<file path="src/rtl/accel_uart_pkg.sv">
// Shared opcodes, bridge state encoding and the CRC-8 step (poly 0x07, MSB-first).
// Used by the bridge RTL; the step function is pure so it folds to XOR trees.
package accel_uart_pkg;

  localparam logic [7:0] OP_WR   = 8'h57;
  localparam logic [7:0] OP_RD   = 8'h52;
  localparam logic [7:0] RSP_ACK = 8'hA5;
  localparam logic [7:0] RSP_NAK = 8'hEE;

  typedef enum logic [2:0] {
    ST_IDLE,
    ST_ADDR,
    ST_DATA,
    ST_CRC,
    ST_EXEC,
    ST_RESP,
    ST_NAK
  } state_t;

  function automatic logic [7:0] crc8_step(input logic [7:0] crc_in, input logic [7:0] data_in);
    logic [7:0] c;
    c = crc_in ^ data_in;
    for (int i = 0; i < 8; i++) begin
      c = c[7] ? ({c[6:0], 1'b0} ^ 8'h07) : {c[6:0], 1'b0};
    end
    return c;
  endfunction

endpackage

</file>
<file path="src/rtl/csr_uart_bridge_if.sv">
// Byte streams to/from the UART plus the CSR strobe bus and status pulses.
// master = the bridge; slave = the UART/CSR side facing it.
interface csr_uart_bridge_if #(
  parameter int ADDR_W = 8
);
  logic [7:0]        rx_data;
  logic              rx_valid;
  logic              rx_ready;
  logic [7:0]        tx_data;
  logic              tx_valid;
  logic              tx_ready;
  logic              crc_en;
  logic              csr_wen;
  logic              csr_ren;
  logic [ADDR_W-1:0] csr_addr;
  logic [31:0]       csr_wdata;
  logic [31:0]       csr_rdata;
  logic              rx_crc_error;
  logic              rx_illegal_cmd;
  logic              busy;

  modport master (
    input  rx_data, rx_valid, tx_ready, crc_en, csr_rdata,
    output rx_ready, tx_data, tx_valid, csr_wen, csr_ren, csr_addr, csr_wdata,
           rx_crc_error, rx_illegal_cmd, busy
  );

  modport slave (
    output rx_data, rx_valid, tx_ready, crc_en, csr_rdata,
    input  rx_ready, tx_data, tx_valid, csr_wen, csr_ren, csr_addr, csr_wdata,
           rx_crc_error, rx_illegal_cmd, busy
  );
endinterface

</file>
<file path="src/rtl/csr_uart_bridge.sv">
// UART command-frame parser driving single-cycle CSR strobes and ACK/NAK/read-data replies.
// Strobe one cycle after the last frame byte; reply starts the cycle after; rx stalls while replying.
module csr_uart_bridge
  import accel_uart_pkg::*;
#(
  parameter int ADDR_W      = 8,
  parameter int TIMEOUT_CYC = 100000
) (
  input  logic               clk,
  input  logic               rst_n,
  csr_uart_bridge_if.master  bus
);

  localparam int TW = $clog2(TIMEOUT_CYC + 1);

  state_t            state, state_nxt;
  logic              is_rd;
  logic [1:0]        data_idx;
  logic [7:0]        crc_q;
  logic [ADDR_W-1:0] addr_q;
  logic [31:0]       wdata_q;
  logic [31:0]       rdata_q;
  logic [7:0]        rsp_crc_q;
  logic [2:0]        rsp_idx;
  logic [TW-1:0]     tmo_q;
  logic              crc_err_q;
  logic              ill_q;

  logic              rx_rdy, tx_vld, wen, ren, busy_o;
  logic [7:0]        tx_dat;
  logic              rx_fire, tx_fire, in_frame, tmo_hit;
  logic              is_op, crc_bad, misaligned, rsp_last;
  logic [7:0]        rd_crc;

  assign rx_fire    = bus.rx_valid && rx_rdy;
  assign tx_fire    = tx_vld && bus.tx_ready;
  assign in_frame   = (state == ST_ADDR) || (state == ST_DATA) || (state == ST_CRC);
  assign tmo_hit    = in_frame && (tmo_q == TW'(TIMEOUT_CYC - 1));
  assign is_op      = (bus.rx_data == OP_WR) || (bus.rx_data == OP_RD);
  assign crc_bad    = bus.crc_en && (crc_q != bus.rx_data);
  assign misaligned = (addr_q[1:0] != 2'b00);
  assign rsp_last   = is_rd ? (rsp_idx == 3'd5) : (rsp_idx == 3'd0);

  // Reply CRC covers the ACK byte followed by the four read-data bytes.
  always_comb begin
    rd_crc = crc8_step(8'h00, RSP_ACK);
    for (int i = 0; i < 4; i++) begin
      rd_crc = crc8_step(rd_crc, bus.csr_rdata[8*i +: 8]);
    end
  end

  always_ff @(posedge clk or negedge rst_n) begin
    if (!rst_n) state <= ST_IDLE;
    else        state <= state_nxt;
  end

  always_comb begin
    state_nxt = state;
    rx_rdy    = 1'b0;
    tx_vld    = 1'b0;
    tx_dat    = 8'h00;
    wen       = 1'b0;
    ren       = 1'b0;
    busy_o    = (state != ST_IDLE);
    case (state)
      ST_IDLE: begin
        rx_rdy = 1'b1;
        if (rx_fire) state_nxt = is_op ? ST_ADDR : ST_NAK;
      end
      ST_ADDR: begin
        rx_rdy = 1'b1;
        if (rx_fire)      state_nxt = is_rd ? ST_CRC : ST_DATA;
        else if (tmo_hit) state_nxt = ST_IDLE;
      end
      ST_DATA: begin
        rx_rdy = 1'b1;
        if (rx_fire) begin
          if (data_idx == 2'd3) state_nxt = ST_CRC;
        end else if (tmo_hit) begin
          state_nxt = ST_IDLE;
        end
      end
      ST_CRC: begin
        rx_rdy = 1'b1;
        if (rx_fire)      state_nxt = (crc_bad || misaligned) ? ST_NAK : ST_EXEC;
        else if (tmo_hit) state_nxt = ST_IDLE;
      end
      ST_EXEC: begin
        wen       = !is_rd;
        ren       = is_rd;
        state_nxt = ST_RESP;
      end
      ST_RESP: begin
        tx_vld = 1'b1;
        case (rsp_idx)
          3'd0:    tx_dat = RSP_ACK;
          3'd1:    tx_dat = rdata_q[7:0];
          3'd2:    tx_dat = rdata_q[15:8];
          3'd3:    tx_dat = rdata_q[23:16];
          3'd4:    tx_dat = rdata_q[31:24];
          default: tx_dat = rsp_crc_q;
        endcase
        if (tx_fire && rsp_last) state_nxt = ST_IDLE;
      end
      ST_NAK: begin
        tx_vld = 1'b1;
        tx_dat = RSP_NAK;
        if (tx_fire) state_nxt = ST_IDLE;
      end
      default: state_nxt = ST_IDLE;
    endcase
  end

  always_ff @(posedge clk or negedge rst_n) begin
    if (!rst_n) begin
      is_rd     <= 1'b0;
      data_idx  <= 2'd0;
      crc_q     <= 8'h00;
      addr_q    <= '0;
      wdata_q   <= 32'h0;
      rdata_q   <= 32'h0;
      rsp_crc_q <= 8'h00;
      rsp_idx   <= 3'd0;
      tmo_q     <= '0;
      crc_err_q <= 1'b0;
      ill_q     <= 1'b0;
    end else begin
      crc_err_q <= 1'b0;
      ill_q     <= 1'b0;
      // Idle gap counter only runs while a frame is partially received.
      if (rx_fire || !in_frame) tmo_q <= '0;
      else                      tmo_q <= tmo_q + 1'b1;
      case (state)
        ST_IDLE: if (rx_fire) begin
          is_rd    <= (bus.rx_data == OP_RD);
          crc_q    <= crc8_step(8'h00, bus.rx_data);
          data_idx <= 2'd0;
          if (!is_op) ill_q <= 1'b1;
        end
        ST_ADDR: if (rx_fire) begin
          addr_q <= ADDR_W'(bus.rx_data);
          crc_q  <= crc8_step(crc_q, bus.rx_data);
        end
        ST_DATA: if (rx_fire) begin
          wdata_q[8*data_idx +: 8] <= bus.rx_data;
          data_idx                 <= data_idx + 2'd1;
          crc_q                    <= crc8_step(crc_q, bus.rx_data);
        end
        ST_CRC: if (rx_fire) begin
          if (crc_bad)         crc_err_q <= 1'b1;
          else if (misaligned) ill_q     <= 1'b1;
        end
        ST_EXEC: begin
          rsp_idx <= 3'd0;
          if (is_rd) begin
            rdata_q   <= bus.csr_rdata;
            rsp_crc_q <= rd_crc;
          end
        end
        ST_RESP: if (tx_fire) rsp_idx <= rsp_idx + 3'd1;
        default: ;
      endcase
    end
  end

  assign bus.rx_ready       = rx_rdy;
  assign bus.tx_valid       = tx_vld;
  assign bus.tx_data        = tx_dat;
  assign bus.csr_wen        = wen;
  assign bus.csr_ren        = ren;
  assign bus.csr_addr       = addr_q;
  assign bus.csr_wdata      = wdata_q;
  assign bus.rx_crc_error   = crc_err_q;
  assign bus.rx_illegal_cmd = ill_q;
  assign bus.busy           = busy_o;

endmodule
</file>
<file path="src/flat_wrapper.sv">
// flat-port wrapper written by rule: the top's interface ports become plain ports
module csr_uart_bridge_flat import accel_uart_pkg::*;
#(
  parameter int ADDR_W      = 8,
  parameter int TIMEOUT_CYC = 100000
)
  (clk, rst_n, bus_rx_data, bus_rx_valid, bus_tx_ready, bus_crc_en, bus_csr_rdata, bus_rx_ready, bus_tx_data, bus_tx_valid, bus_csr_wen, bus_csr_ren, bus_csr_addr, bus_csr_wdata, bus_rx_crc_error, bus_rx_illegal_cmd, bus_busy);
  csr_uart_bridge_if #(.ADDR_W(ADDR_W)) bus_i ();
  input  logic clk;
  input  logic rst_n;
  input wire logic [$bits(bus_i.rx_data)-1:0] bus_rx_data;
  input wire logic [$bits(bus_i.rx_valid)-1:0] bus_rx_valid;
  input wire logic [$bits(bus_i.tx_ready)-1:0] bus_tx_ready;
  input wire logic [$bits(bus_i.crc_en)-1:0] bus_crc_en;
  input wire logic [$bits(bus_i.csr_rdata)-1:0] bus_csr_rdata;
  output wire logic [$bits(bus_i.rx_ready)-1:0] bus_rx_ready;
  output wire logic [$bits(bus_i.tx_data)-1:0] bus_tx_data;
  output wire logic [$bits(bus_i.tx_valid)-1:0] bus_tx_valid;
  output wire logic [$bits(bus_i.csr_wen)-1:0] bus_csr_wen;
  output wire logic [$bits(bus_i.csr_ren)-1:0] bus_csr_ren;
  output wire logic [$bits(bus_i.csr_addr)-1:0] bus_csr_addr;
  output wire logic [$bits(bus_i.csr_wdata)-1:0] bus_csr_wdata;
  output wire logic [$bits(bus_i.rx_crc_error)-1:0] bus_rx_crc_error;
  output wire logic [$bits(bus_i.rx_illegal_cmd)-1:0] bus_rx_illegal_cmd;
  output wire logic [$bits(bus_i.busy)-1:0] bus_busy;
  assign bus_i.rx_data = bus_rx_data;
  assign bus_i.rx_valid = bus_rx_valid;
  assign bus_i.tx_ready = bus_tx_ready;
  assign bus_i.crc_en = bus_crc_en;
  assign bus_i.csr_rdata = bus_csr_rdata;
  assign bus_rx_ready = bus_i.rx_ready;
  assign bus_tx_data = bus_i.tx_data;
  assign bus_tx_valid = bus_i.tx_valid;
  assign bus_csr_wen = bus_i.csr_wen;
  assign bus_csr_ren = bus_i.csr_ren;
  assign bus_csr_addr = bus_i.csr_addr;
  assign bus_csr_wdata = bus_i.csr_wdata;
  assign bus_rx_crc_error = bus_i.rx_crc_error;
  assign bus_rx_illegal_cmd = bus_i.rx_illegal_cmd;
  assign bus_busy = bus_i.busy;
  csr_uart_bridge #(.ADDR_W(ADDR_W), .TIMEOUT_CYC(TIMEOUT_CYC)) u_core (.clk(clk), .rst_n(rst_n), .bus(bus_i));
endmodule
</file>
<file path="config.mk">
export PLATFORM = sky130hd
export DESIGN_NAME = csr_uart_bridge_flat
export DESIGN_NICKNAME = d
export VERILOG_FILES = /design/src/rtl/accel_uart_pkg.sv /design/src/rtl/csr_uart_bridge_if.sv /design/src/rtl/csr_uart_bridge.sv /design/src/flat_wrapper.sv
export SDC_FILE = /design/constraint.sdc
export NUM_CORES = 1
export LEC_CHECK = 0
export ABC_CLOCK_PERIOD_IN_PS = 2550
export CORE_ASPECT_RATIO = 0.7
export CORE_UTILIZATION = 57
export CTS_BUF_LIST = sky130_fd_sc_hd__clkbuf_2
export DETAILED_ROUTE_END_ITERATION = 7
export GPL_TIMING_DRIVEN = 0
export PLACE_DENSITY = 0.85
export SYNTH_ARGS = -nofsm -noshare
export SYNTH_HDL_FRONTEND = slang
export SYNTH_SLANG_ARGS = --single-unit
</file>
<file path="constraint.sdc">
create_clock -name clk -period 2.55 [get_ports clk]
set_input_delay 0.255 -clock clk [delete_from_list [all_inputs] [get_ports clk]]
set_output_delay 0.255 -clock clk [all_outputs]
set_load 0.02 [all_outputs]
</file>
==> notes.md, run 1 <==
Outcome
* **result of the run** complete, but fails checks
* **violated checks** negative setup slack

Logic synthesis
* **mean area per synthesized cell** 9.10 µm²
* **Post-synth seq share** 43.1%
* **Synth Instances** 739
* **number of warnings printed during yosys synthesis** 0
* **most frequently used cell type in the post-synthesis netlist** sky130_fd_sc_hd__nand2_1
* **async set-or-reset flop fraction in the synthesized netlist** 100%
* **Synth Area in Adders** 3.53%
* **Synth logic family** XOR/XNOR gates
* **yosys stat cell total** 739
* **Post-Synth Simple-Gate Area** 17.5%
* **post-synthesis instance area** 0.00673 mm²
* **Most common reg cell** sky130_fd_sc_hd__dfrtp_1
* **most common library cells after synthesis** sky130_fd_sc_hd__nand2_1, sky130_fd_sc_hd__dfrtp_1, sky130_fd_sc_hd__xnor2_1, sky130_fd_sc_hd__o21ai_0, sky130_fd_sc_hd__clkbuf_1

STA
* **Setup violations, final** 8
* **hold slack** 0.0551 ns
* **relative slew slack** 40.3%
* **final worst slack** -0.284 ns
* **Hold Violations, Final** 0
* **final cycle utilization of the critical path** 111%

Setup path
* **startpoint of the most critical register-to-register path** u_core.data_idx[0]
* **worst path required time** 2.30 ns
* **FF-to-FF setup slack** 0.33 ns
* **largest fanout on the critical path** 7
* **CP top delay family** AND-OR/OR-AND gates
* **worst-path cell chain** inv_2, ha_4, buf_12, a221oi_4, o21ai_1, o221ai_1, a21oi_1, buf_4
* **critical path start-end classification** reg2out

GRT
* **number of global-route vias before repair** 5972
* **final global-route overflow total** 0
* **GRT Resource Usage Total** 32.2%
* **initial antenna violation count** 1

Clock network
* **number of sinks handled by clock tree synthesis** 116
* **clock-pin slew of the registers on the worst-case setup and hold paths** 0.19 ns
* **CTS tree** built
* **Root Driver** sky130_fd_sc_hd__clkbuf_2
* **hold-fix buffer count after cts** 4
* **number of instances resized during post-cts repair** 79

Route
* **post-detailed-route DRC marker count** 0
* **Met1 Routed Length** 8310 µm
* **via-per-instance ratio** 5.87
* **routed length on met2** 8660 µm
* **post-DR wirelength/cell** 18.7 µm

Floorplanning
* **number of rows in the core area** 32
* **Init Core Util** 59.8%
* **number of I/O pins** 100
* **CORE AREA** 0.0113 mm²

Placement
* **Setup WS pre-CTS** -0.729 ns
* **GPL Wtd Cong** 1.04
* **total cell area at the placement stage** 0.00787 mm²
* **count of placed standard cells including taps** 985
* **total of buffers placed on input and output ports** 92

Finish
* **number of nets in the layout** 930
* **Syn-to-layout area delta** 25.0%
* **most numerous logic cell after layout** sky130_fd_sc_hd__nand2_1
* **post-route design area** 0.00841 mm²
* **post-layout utilization of the core** 74.8%

Worst hold path
* **hold-critical path depth** 3

Pwr
* **static leakage** 3.59 nW

## run 1: how the worst max path moves through the flow
| stage | start | end |
|---|---|---|
| floorplan | u_core.rsp_idx[0] | bus_tx_data[4] |
| global placement | rst_n | u_core.bus.csr_wdata[6] |
| detailed placement | u_core.rsp_idx[1] | bus_tx_data[2] |
| CTS | u_core.rsp_idx[1] | bus_tx_data[7] |
| global route | u_core.rsp_idx[1] | bus_tx_data[5] |
| finish | u_core.rsp_idx[1] | bus_tx_data[5] |
## run 1: flip-flops by register name, summed over array words and instances (netlist names)
name	count
u_core.tmo_q	17
u_core.rdata_q	32
u_core.state	3
u_core.bus.csr_wdata	32
u_core.data_idx	2
u_core.rsp_idx	3
u_core.bus.csr_addr	8
u_core.crc_q	8
u_core.rsp_crc_q	8
u_core.bus.rx_crc_error	1
u_core.is_rd	1
u_core.bus.rx_illegal_cmd	1
## run 1: where the power goes
part | total (mW) | switching, mW | leakage, nW | internal, mW
Sequential | 2.65 | 0.403 | 1.37 | 2.25
Clock | 1.14 | 0.780 | 0.129 | 0.356
Combinational | 4.91 | 2.66 | 2.09 | 2.25
## run 1: worst min-delay path: stages
cell and delay [ns]:
sky130_fd_sc_hd__clkbuf_1 0.26, sky130_fd_sc_hd__nand2_1 0.12, sky130_fd_sc_hd__o21ai_0 0.07
## run 1: area by class of cell
cell class | instances | area [µm²]
Tap cell | 153 | 191
Inverter | 14 | 60.1
Clock inverter | 15 | 133
Antenna cell | 1 | 2.50
Timing Repair Buffer | 114 | 1120
Multi-Input combinational cell | 567 | 3750
Fill cell | 738 | 2840
Sequential cell | 116 | 2910
Buffer | 36 | 161
Clock buffer | 17 | 85.1
Fig. 1: run 1, met1 routing
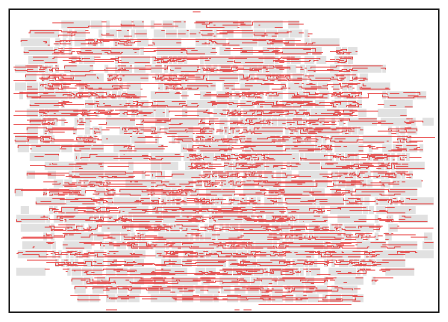
main direction	horizontal
longest straight run	54.7 µm
nets with wire on the layer	845
wire length on this layer	8310 µm
share of all routed wire	43%
final WL: 19300 µm
via count: 6063

Fig. 2: run 1, met2 routing
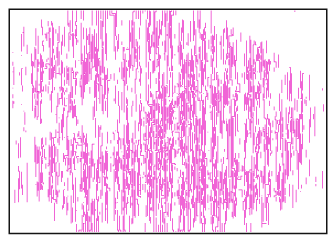
share of all routed wire	45%
longest straight run	32.3 µm
wire length on this layer	8660 µm
met2 Resource Use GR: 48.7%

Fig. 3: run 1, met3 routing
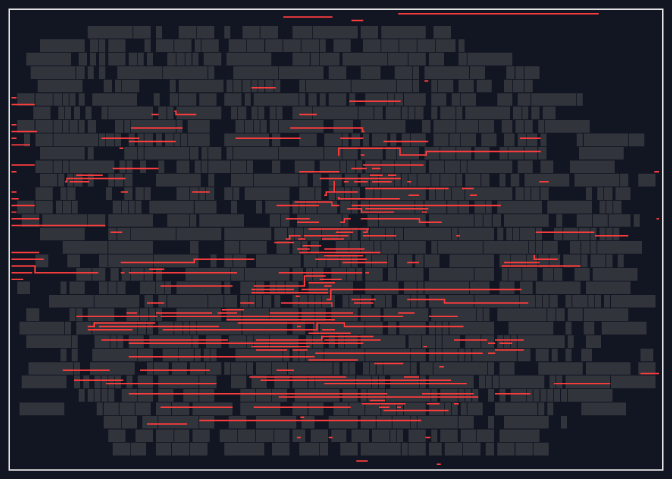
main direction	horizontal
nets with wire on the layer	128
grt met3 use: 8.81%

--- run 2 (diff from run 1) ---
Settings changed: CAP_MARGIN set to 20, PLACE_DENSITY 0.85 to 0.83.
Fig. 4: run 2, met1 routing
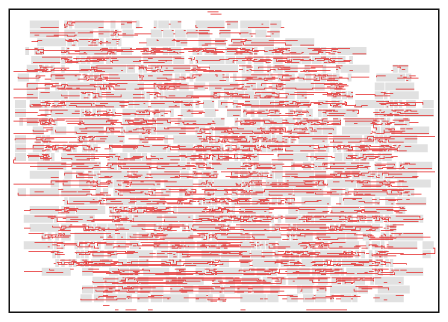
via count: 6111
final WL: 19100 µm
met1 usage in global routing: 44.9%

==> run 2 against run 1 <==
Compared with the run above: the run ends with design-rule violations, negative setup slack left; largest cell class unchanged; area after synthesis unchanged; clock-buffer cell count increased by 1; critical path type unchanged; final cell count fell by 0.87%; first-iteration DRC count up 4.0%; cell area fell by 1.3%; setup slack gained 0.012 ns; sequential share of layout area is 0.42 points higher; maximum frequency increased by 0.44%.
==> notes.md, run 2 <==
Setup path
* **biggest cell delay along the critical path** 0.47 ns
* **CP top delay family** AND-OR/OR-AND gates
* **worst-path cell chain** buf_6, ha_4, buf_6, a22oi_1, o211ai_1, o211ai_1, a21oi_1, buf_4
* **timing startpoint of the critical path** u_core.rsp_idx[0]
* **critical path start-end classification** reg2out
* **worst path required time** 2.30 ns, about the same
* **endpoint of the most critical setup path** bus_tx_data[1]
* **Critical Path Stages** 8
* **FF-to-FF setup slack** 0.26 ns, -0.07 ns
* **startpoint of the most critical register-to-register path** u_core.state[2]
* **largest fanout on the critical path** 6, -1

STA
* **Hold Violations, Final** 0, unchanged
* **hold slack** 0.00571 ns, -0.0493 ns
* **peak clock frequency supported by timing** 354 MHz
* **Setup violations, final** 9, +1
* **final worst slack** -0.271 ns, +0.0123 ns
* **maximum clock skew at final layout** 0.0329 ns
* **relative slew slack** 33.5%, -6.8 points
* **final cycle utilization of the critical path** 111%, -0.48 points

Logic synthesis
* **Synth Net Count** 803
* **post-synthesis instance area** 0.00673 mm², unchanged
* **Most common reg cell** sky130_fd_sc_hd__dfrtp_1
* **number of synthesized flops with an enable pin** 0
* **number of warnings printed during yosys synthesis** 0, unchanged
* **Yosys chip area** 0.00673 mm²
* **most common library cells after synthesis** sky130_fd_sc_hd__nand2_1, sky130_fd_sc_hd__dfrtp_1, sky130_fd_sc_hd__xnor2_1, sky130_fd_sc_hd__o21ai_0, sky130_fd_sc_hd__clkbuf_1
* **Synth Instances** 739, unchanged
* **unique cell type count in the Yosys netlist** 48
* **yosys stat cell total** 739, unchanged
* **most frequently used cell type in the post-synthesis netlist** sky130_fd_sc_hd__nand2_1
* **Largest type area fraction** 43.1%
* **async set-or-reset flop fraction in the synthesized netlist** 100%, unchanged
* **Post-synth seq share** 43.1%, unchanged
* **top cells by area** sky130_fd_sc_hd__dfrtp_1, sky130_fd_sc_hd__nand2_1, sky130_fd_sc_hd__xnor2_1
* **mean area per synthesized cell** 9.10 µm², unchanged

Clock network
* **Root Driver** sky130_fd_sc_hd__clkbuf_2
* **number of sinks handled by clock tree synthesis** 116, unchanged
* **CTS tree** built
* **clock-pin slew of the registers on the worst-case setup and hold paths** 0.20 ns, about the same
* **total clock buffers created by CTS** 17

Route
* **detailed router's first-iteration violation count** 625
* **post-detailed-route DRC marker count** 4, +4
* **post-DR wirelength/cell** 18.6 µm, -0.33%
* **via-per-instance ratio** 5.97, +1.7%

Finish
* **layout multi-input combinational cell count** 567, unchanged
* **largest cell class by area** multi-input combinational cells
* **combinational gate area** 0.00373 mm², -0.57%
* **count of plain and timing-repair buffers** 142, -5.3%
* **layout clock buffer count** 18, +1
* **Syn-to-layout area delta** 23.4%
* **multi-input gate share of total cell area** 44.9%, +0.33 points
* **clock network area share** 2.67%, +0.079 points
* **post-layout utilization of the core** 73.8%, -0.97 points
* **inverter count of the layout excluding clock inverters** 14, unchanged
* **FF/Latch Area** 0.00290 mm², about the same
* **number of antenna diodes** 0, -1
* **flop count** 116, unchanged
* **most numerous logic cell after layout** sky130_fd_sc_hd__nand2_1
* **Layout non-clock buf frac** 14.5%, -0.79 points
* **number of nets in the layout** 922, -0.86%
* **number of filler instances in the final layout** 769, +4.2%
* **flip-flop and latch share of the layout cell area** 35.0%, +0.42 points

Outcome
* **violated checks** design-rule violations, negative setup slack
* **result of the run** complete, but fails checks

Pwr
* **static leakage** 3.55 nW, -1.1%

GRT
* **final global-route overflow total** 0, unchanged
* **number of global-route vias before repair** 5953, -0.32%
* **global-route wire length before repair** 30400 µm
* **initial antenna violation count** 0, -1
* **GRT Resource Usage Total** 32.3%, +0.084 points
* **pin count of the biggest net entering global routing** 75

Job
* **total of max-cap violations** 0

Floorplanning
* **number of tap cells inserted** 153, unchanged
* **number of rows in the core area** 32, unchanged
* **die footprint** 0.0122 mm²
* **number of I/O pins** 100, unchanged
* **CORE AREA** 0.0113 mm², unchanged
* **chip height** 92.9 µm
* **Init Core Util** 59.8%, unchanged

Worst hold path
* **hold-critical path depth** 3, unchanged
* **worst-case hold path end point** u_core.bus.csr_wdata[3]

Placement
* **total of buffers placed on input and output ports** 92, unchanged
* **GPL Wtd Cong** 0.951, -8.4%
* **HPWL Detailed** 14100 µm

Fig. 5: run 2, signal wires on met4
Bar = 50 µm.
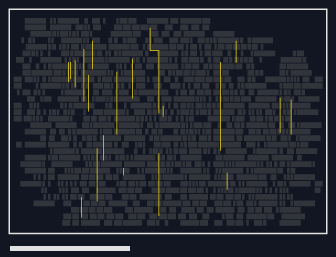
longest straight run	36.7 µm
main direction	vertical
wire length on this layer	309 µm

[run 2: netlist changes by cell type in the layout (fill, tap and decap cells not counted), moves of 2 or more]
| cell | delta |
|---|---|
| sky130_fd_sc_hd__buf_4 | -6 |
| sky130_fd_sc_hd__dlygate4sd3_1 | -3 |
| sky130_fd_sc_hd__clkbuf_2 | +2 |
| sky130_fd_sc_hd__ha_2 | -2 |
| sky130_fd_sc_hd__dfrtp_2 | -2 |
| sky130_fd_sc_hd__dfrtp_1 | +2 |
| sky130_fd_sc_hd__buf_8 | -2 |
[run 2: cell families after synthesis]
| group | count (synthesis) | share of synthesized area (%) |
|---|---|---|
| DFF | 116 | 43.1 |
| adders and majority gates | 19 | 3.53 |
| buffers and inverters | 56 | 3.14 |
| xor gates and xnor gates | 117 | 18.7 |
| AOI/OAI and AO/OA | 136 | 12.2 |
| and+or+nand+nor | 284 | 17.5 |
| muxes | 11 | 1.80 |
[run 2: metal layers]
layer  vias up  GRT usage [%]  part of all wire, %
met5         -              0                    0
met3        45           7.28                   10
met2       330           50.4                   46
li1       2714              -                    -
met1      3022           44.9                   42
met4         0           9.98                  1.6
[run 2: what timing repair did]
action / CTS / global route
pin swaps: 15 / 5
hold endpoints to repair: 43 / 0
gates resized: 77 / 6
hold buffers: 2 / 0
setup buffers: 8 / 2
setup endpoints to repair: 13 / 10
[run 2: stage by stage]
step	setup slack, ns	cell area [µm²]	instances	power (mW)
CTS	-0.226	8270	1022	8.32
finish	-0.271	8300	1024	8.49
floorplan	0.196	6730	739	5.47
detailed placement	-0.718	7870	985	6.89
global placement	-3.02	7840	984	6.70
global route	-0.343	8300	1024	8.94
[run 2: where the power goes]
part           internal (mW)  switching, mW  leakage [nW]
sequential              2.24          0.370          1.37
combinational           2.14           2.59          2.05
clock                  0.363          0.780         0.127
No activity file was given, so power comes from the tool's default toggle rates.
